<file path="src/rtl/lru_fifo.sv">
// ============================================================================
//  Module   : lru_fifo
//  Purpose  : 4-entry true-LRU tracker plus show-ahead FIFO for the ISB
//             prefetcher. Optional `flush` port when LRU_FIFO_FLUSH_EN is set.
//  Revision : 1.0 - initial release
// ============================================================================
`default_nettype none

module lru_fifo #(
    parameter int LOG_DEPTH = 2,
    parameter int WIDTH     = 16
) (
    input  logic                 clk,
    input  logic                 reset,
    input  logic                 lru_v,
    input  logic [1:0]           lru_used,
    output logic [1:0]           lru_out,
    input  logic                 push,
    input  logic [WIDTH-1:0]     push_data,
    input  logic                 pop,
    output logic [WIDTH-1:0]     pop_data,
    output logic                 empty,
    output logic                 full,
    output logic [LOG_DEPTH:0]   count
`ifdef LRU_FIFO_FLUSH_EN
    ,
    input  logic                 flush
`endif
);

    localparam int                 c_DEPTH   = 1 << LOG_DEPTH;
    localparam logic [LOG_DEPTH:0] c_FULL    = c_DEPTH[LOG_DEPTH:0];
    localparam logic [LOG_DEPTH:0] c_CNT_ONE = 1;
    localparam logic [LOG_DEPTH-1:0] c_PTR_ONE = 1;

    // ------------------------------------------------------------------
    // LRU tracker: ages are a permutation of 0..3, 3 = most recent
    // ------------------------------------------------------------------
    logic [1:0] r_age     [4];
    logic [1:0] w_age_nxt [4];
    logic [1:0] w_lru_idx;

    always_comb begin
        for (int i = 0; i < 4; i++) begin
            w_age_nxt[i] = r_age[i];
            if (lru_v) begin
                if (2'(i) == lru_used)
                    w_age_nxt[i] = 2'd3;
                else if (r_age[i] > r_age[lru_used])
                    w_age_nxt[i] = r_age[i] - 2'd1;
            end
        end
    end

    always_ff @(posedge clk) begin
        if (reset) begin
            for (int i = 0; i < 4; i++)
                r_age[i] <= 2'(i);
        end else begin
            for (int i = 0; i < 4; i++)
                r_age[i] <= w_age_nxt[i];
        end
    end

    always_comb begin
        w_lru_idx = 2'd0;
        for (int i = 0; i < 4; i++)
            if (r_age[i] == 2'd0)
                w_lru_idx = 2'(i);
    end

    assign lru_out = w_lru_idx;

    // ------------------------------------------------------------------
    // Show-ahead FIFO
    // ------------------------------------------------------------------
    logic [WIDTH-1:0]     r_mem [c_DEPTH];
    logic [LOG_DEPTH-1:0] r_rd_ptr;
    logic [LOG_DEPTH-1:0] r_wr_ptr;
    logic [LOG_DEPTH:0]   r_count;
    logic                 w_flush;
    logic                 w_pop_ok;
    logic                 w_push_ok;

`ifdef LRU_FIFO_FLUSH_EN
    assign w_flush = flush;
`else
    assign w_flush = 1'b0;
`endif

    assign empty     = (r_count == '0);
    assign full      = (r_count == c_FULL);
    assign count     = r_count;
    assign pop_data  = r_mem[r_rd_ptr];
    assign w_pop_ok  = pop && !empty;
    // A pop in the same cycle frees the slot, so a full FIFO can still accept
    assign w_push_ok = push && (!full || w_pop_ok) && !w_flush;

    always_ff @(posedge clk) begin
        if (reset) begin
            r_rd_ptr <= '0;
            r_wr_ptr <= '0;
            r_count  <= '0;
        end else if (w_flush) begin
            r_rd_ptr <= '0;
            r_wr_ptr <= '0;
            r_count  <= '0;
        end else begin
            if (w_pop_ok)
                r_rd_ptr <= r_rd_ptr + c_PTR_ONE;
            if (w_push_ok)
                r_wr_ptr <= r_wr_ptr + c_PTR_ONE;
            case ({w_push_ok, w_pop_ok})
                2'b10:   r_count <= r_count + c_CNT_ONE;
                2'b01:   r_count <= r_count - c_CNT_ONE;
                default: r_count <= r_count;
            endcase
        end
    end

    // Storage is deliberately left out of reset
    always_ff @(posedge clk) begin
        if (!reset && w_push_ok)
            r_mem[r_wr_ptr] <= push_data;
    end

endmodule

`default_nettype wire

</file>
<file path="config.mk">
export PLATFORM = sky130hd
export DESIGN_NAME = lru_fifo
export DESIGN_NICKNAME = d
export VERILOG_FILES = /design/src/rtl/lru_fifo.sv
export SDC_FILE = /design/constraint.sdc
export NUM_CORES = 1
export LEC_CHECK = 0
export ABC_AREA = 1
export CAP_MARGIN = 20
export CORE_MARGIN = 5
export CORE_UTILIZATION = 30
export CTS_CLUSTER_DIAMETER = 150
export CTS_CLUSTER_SIZE = 14
export DETAILED_ROUTE_END_ITERATION = 8
export PLACE_DENSITY_LB_ADDON = 0.1
export SLEW_MARGIN = 20
export SYNTH_ARGS = -nofsm -noshare
export SYNTH_HDL_FRONTEND = slang
export SYNTH_SLANG_ARGS = --single-unit
</file>
<file path="constraint.sdc">
create_clock -name clk -period 4.65 [get_ports clk]
set_input_delay 0.465 -clock clk [delete_from_list [all_inputs] [get_ports clk]]
set_output_delay 0.465 -clock clk [all_outputs]
set_load 0.02 [all_outputs]
</file>
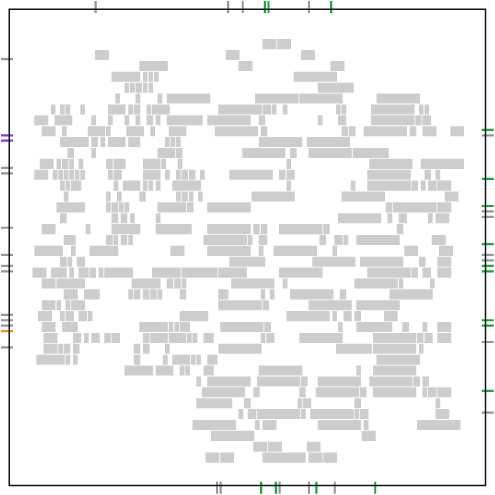
(pin map)
Drawn at 4 px/micron. Pins as bars across the die edge, other pins in grey.
Key: full = orange [pins 1, direction output, edge left]; pop_data = green [pins 16, direction output, edge 9 right, 4 bottom, 3 top]; lru_out = purple [pins 2, direction output, edge left]

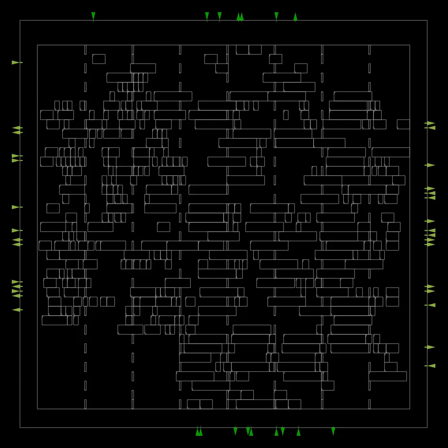
(placement view)
number of flip-flops and latches: 81
cell row count: 39

-- layout make-up --
cell class,instances,area [sq um],share of cell area [%]
clock buffer,11,233,5.24
clock inverter,5,46.3,1.04
inverter,38,143,3.21
multi-input combinational,198,1090,24.5
sequential,81,2260,51.0
tap,143,179,4.03
timing repair buffer,50,488,11.0
-- power by group --
group          total, mW  switching [mW]  internal (mW)
sequential         0.864          0.0341          0.830
combinational      0.557           0.327          0.230
clock              0.667           0.258          0.409
-- sequential cells by signal (all words and copies together), names as in the netlist, named ones only --
signal / count
r_mem: 64
r_age: 8
count: 3
r_rd_ptr: 2
r_wr_ptr: 2
-- per-stage QoR --
| step | power (mW) | std cells |
|---|---|---|
| final | 2.09 | 526 |
| after global placement | 1.45 | 510 |
| after global routing | 2.23 | 526 |
| after CTS | 2.13 | 526 |
| after detailed placement | 1.44 | 510 |
| after floorplan | 1.23 | 327 |
-- cells in the final DEF, fill, tap and decap left out, types with 5 or more instances in the layout --
| cell type | count |
|---|---|
| sky130_fd_sc_hd__a21oi_1 | 10 |
| sky130_fd_sc_hd__buf_4 | 5 |
| sky130_fd_sc_hd__nand2_1 | 37 |
| sky130_fd_sc_hd__nand3_1 | 14 |
| sky130_fd_sc_hd__edfxtp_1 | 64 |
| sky130_fd_sc_hd__o21ai_0 | 35 |
| sky130_fd_sc_hd__inv_1 | 34 |
| sky130_fd_sc_hd__clkdlybuf4s50_1 | 45 |
| sky130_fd_sc_hd__o22ai_1 | 17 |
| sky130_fd_sc_hd__clkbuf_16 | 9 |
| sky130_fd_sc_hd__o21ai_1 | 6 |
| sky130_fd_sc_hd__nor2_1 | 47 |
| sky130_fd_sc_hd__dfxtp_1 | 17 |
| sky130_fd_sc_hd__ha_1 | 15 |
-- routing by layer --
metal / part of all wire, % / vias up
li1: - / 1240
met4: 2.2 / 0
met2: 46 / 47
met5: 0 / -
met1: 47 / 1111
met3: 4.6 / 10
-- cells by family after synthesis --
group / share of synthesized area, %
adder cells (fa/ha/maj): 5.86
buffers and inverters: 5.51
AND/OR/NAND/NOR: 13.4
AND-OR/OR-AND: 11.4
flip-flops: 63.8
-- worst max-delay path: cells and delay by family, from the launching register on --
family / cells / cell delay, ns
simple gates: 1 / 0.08
buf+inv: 3 / 1.35
compound gates: 1 / 0.30
flops: 1 / 0.30
-- final timing paths --
kind,from,endpoint,cells after the start
min,r_age[2][0],r_age[2][0],2
max reg2reg,r_age[3][1],r_age[2][1],12
min reg2reg,r_age[2][0],r_age[2][0],2
max,register,pop_data[9],5
==> reports/metrics.cfg <==
[status]
outcome=complete, no violations

[grt]
grt_start_max_net_pins=34
globalRouteMet1Util_pct=14.0
via_count_of_the_first_global_routing_pass=2361
grt_most_used_layer=met2
grt_antenna_before_repair=0
gr-usage-met2_pct=16.7
grt-ovfl-total=0

[placed_design]
finalWeightedCongestion=0.785
pre_cts_slack_ns=1.82
dpl-instance-area_sq_mm=0.00416

[floorplan]
die_height_microns=119
die_x_microns=119
fp.dieArea_sq_mm=0.0141
fp_util_pct=30.8
io-pin-count=46
core_area_sq_mm=0.0115

[run]
timing.max_cap.violations=0
openroad.warnings=29

[final_layout]
fillers=1152
final_net_count=417
final_util_pct=38.5
design_area_sq_mm=0.00444
antenna-diode-count=0
drive_gt1_share_pct=7.83
synthToLayoutAreaGrowth_pct=25.2

[synthesis]
number_of_standard_cells_after_synthesis=327
synthArstFlopShare_pct=0
yosys-top-cells-count=64 x sky130_fd_sc_hd__edfxtp_1, 47 x sky130_fd_sc_hd__nor2_1, 37 x sky130_fd_sc_hd__nand2_1, 35 x sky130_fd_sc_hd__o21ai_0, 34 x sky130_fd_sc_hd__inv_1
main_synth_ff_type=sky130_fd_sc_hd__edfxtp_1
yosys.stat.seqShare_pct=63.8
yosysWarningCount=0
netlist.top_cell.by_area=sky130_fd_sc_hd__edfxtp_1
synth_cell_type_count=27
postSynthNetCount=366
synth.ff_latch_count=81
ys_cells=327
syn_area_sq_mm=0.00354
synth.area.top_cells=sky130_fd_sc_hd__edfxtp_1 54%, sky130_fd_sc_hd__dfxtp_1 9.6%, sky130_fd_sc_hd__ha_1 5.3%, sky130_fd_sc_hd__nor2_1 5.0%, sky130_fd_sc_hd__o21ai_0 4.9%
synthDominantCellAreaShare_pct=54.2
netlist.top_cell.by_instances=sky130_fd_sc_hd__edfxtp_1
synth-edff-count=64
synth_area_per_cell_sq_um=10.8
yosys-stat-area_sq_mm=0.00354

[cts]
cts.htree.levels=3
worst_skew_pair.late_latency_ns=0.33
cts_buffers=9
cts.reportedPaths.clkPinSlew_ns=0.06
tritoncts=done
numClockSinks=81
cts.repair.resized=0
post_cts_buffers=0
clk_root_buffer_cell=sky130_fd_sc_hd__clkbuf_16
cts_hold_buffers=0

[routing]
wl_per_cell_microns=13.7
first_iter_violations=99
viasPerCell=4.58
drc_errors=0
detail_route.first_pass.iterations=4
detail_route.wirelength_microns=7200

[setup_path]
worstPathRequired_ns=4.18
endpoint_kind=output port
crit_arrival_ns=2.36
worst_r2r_setup_slack_ns=2.57
crit_chain=buf_4, inv_2, nor2_1, o22ai_1, clkdlybuf4s50_1
crit_path_max_incr_delay_ns=0.67
cp_slowest_cell=sky130_fd_sc_hd__clkdlybuf4s50_1
crit_path_start_kind=register
type_of_the_worst_setup_path=reg -> out

[final_timing]
max_slew_margin_vs_limit_pct=55.2
finalSetupTns_ns=0
layout_min_cycle_time_ns=2.82
period_used_pct=60.7
setup_violations=0
setup_slack_ns=1.83
max_slew.worst_pin.slew_ns=0.671
hold-worst-slack_ns=0.468
finClkSkew_ns=0.00624
rsz0062_at_grt=false
finalHoldViolCount=0

[power]
power_per_cell_area_mw_per_mm2=470
ir_drop_worst_case_vdd_uv=212

[hold_path]
worstHoldPathType=reg -> reg

Power and IR drop assume default switching activity.
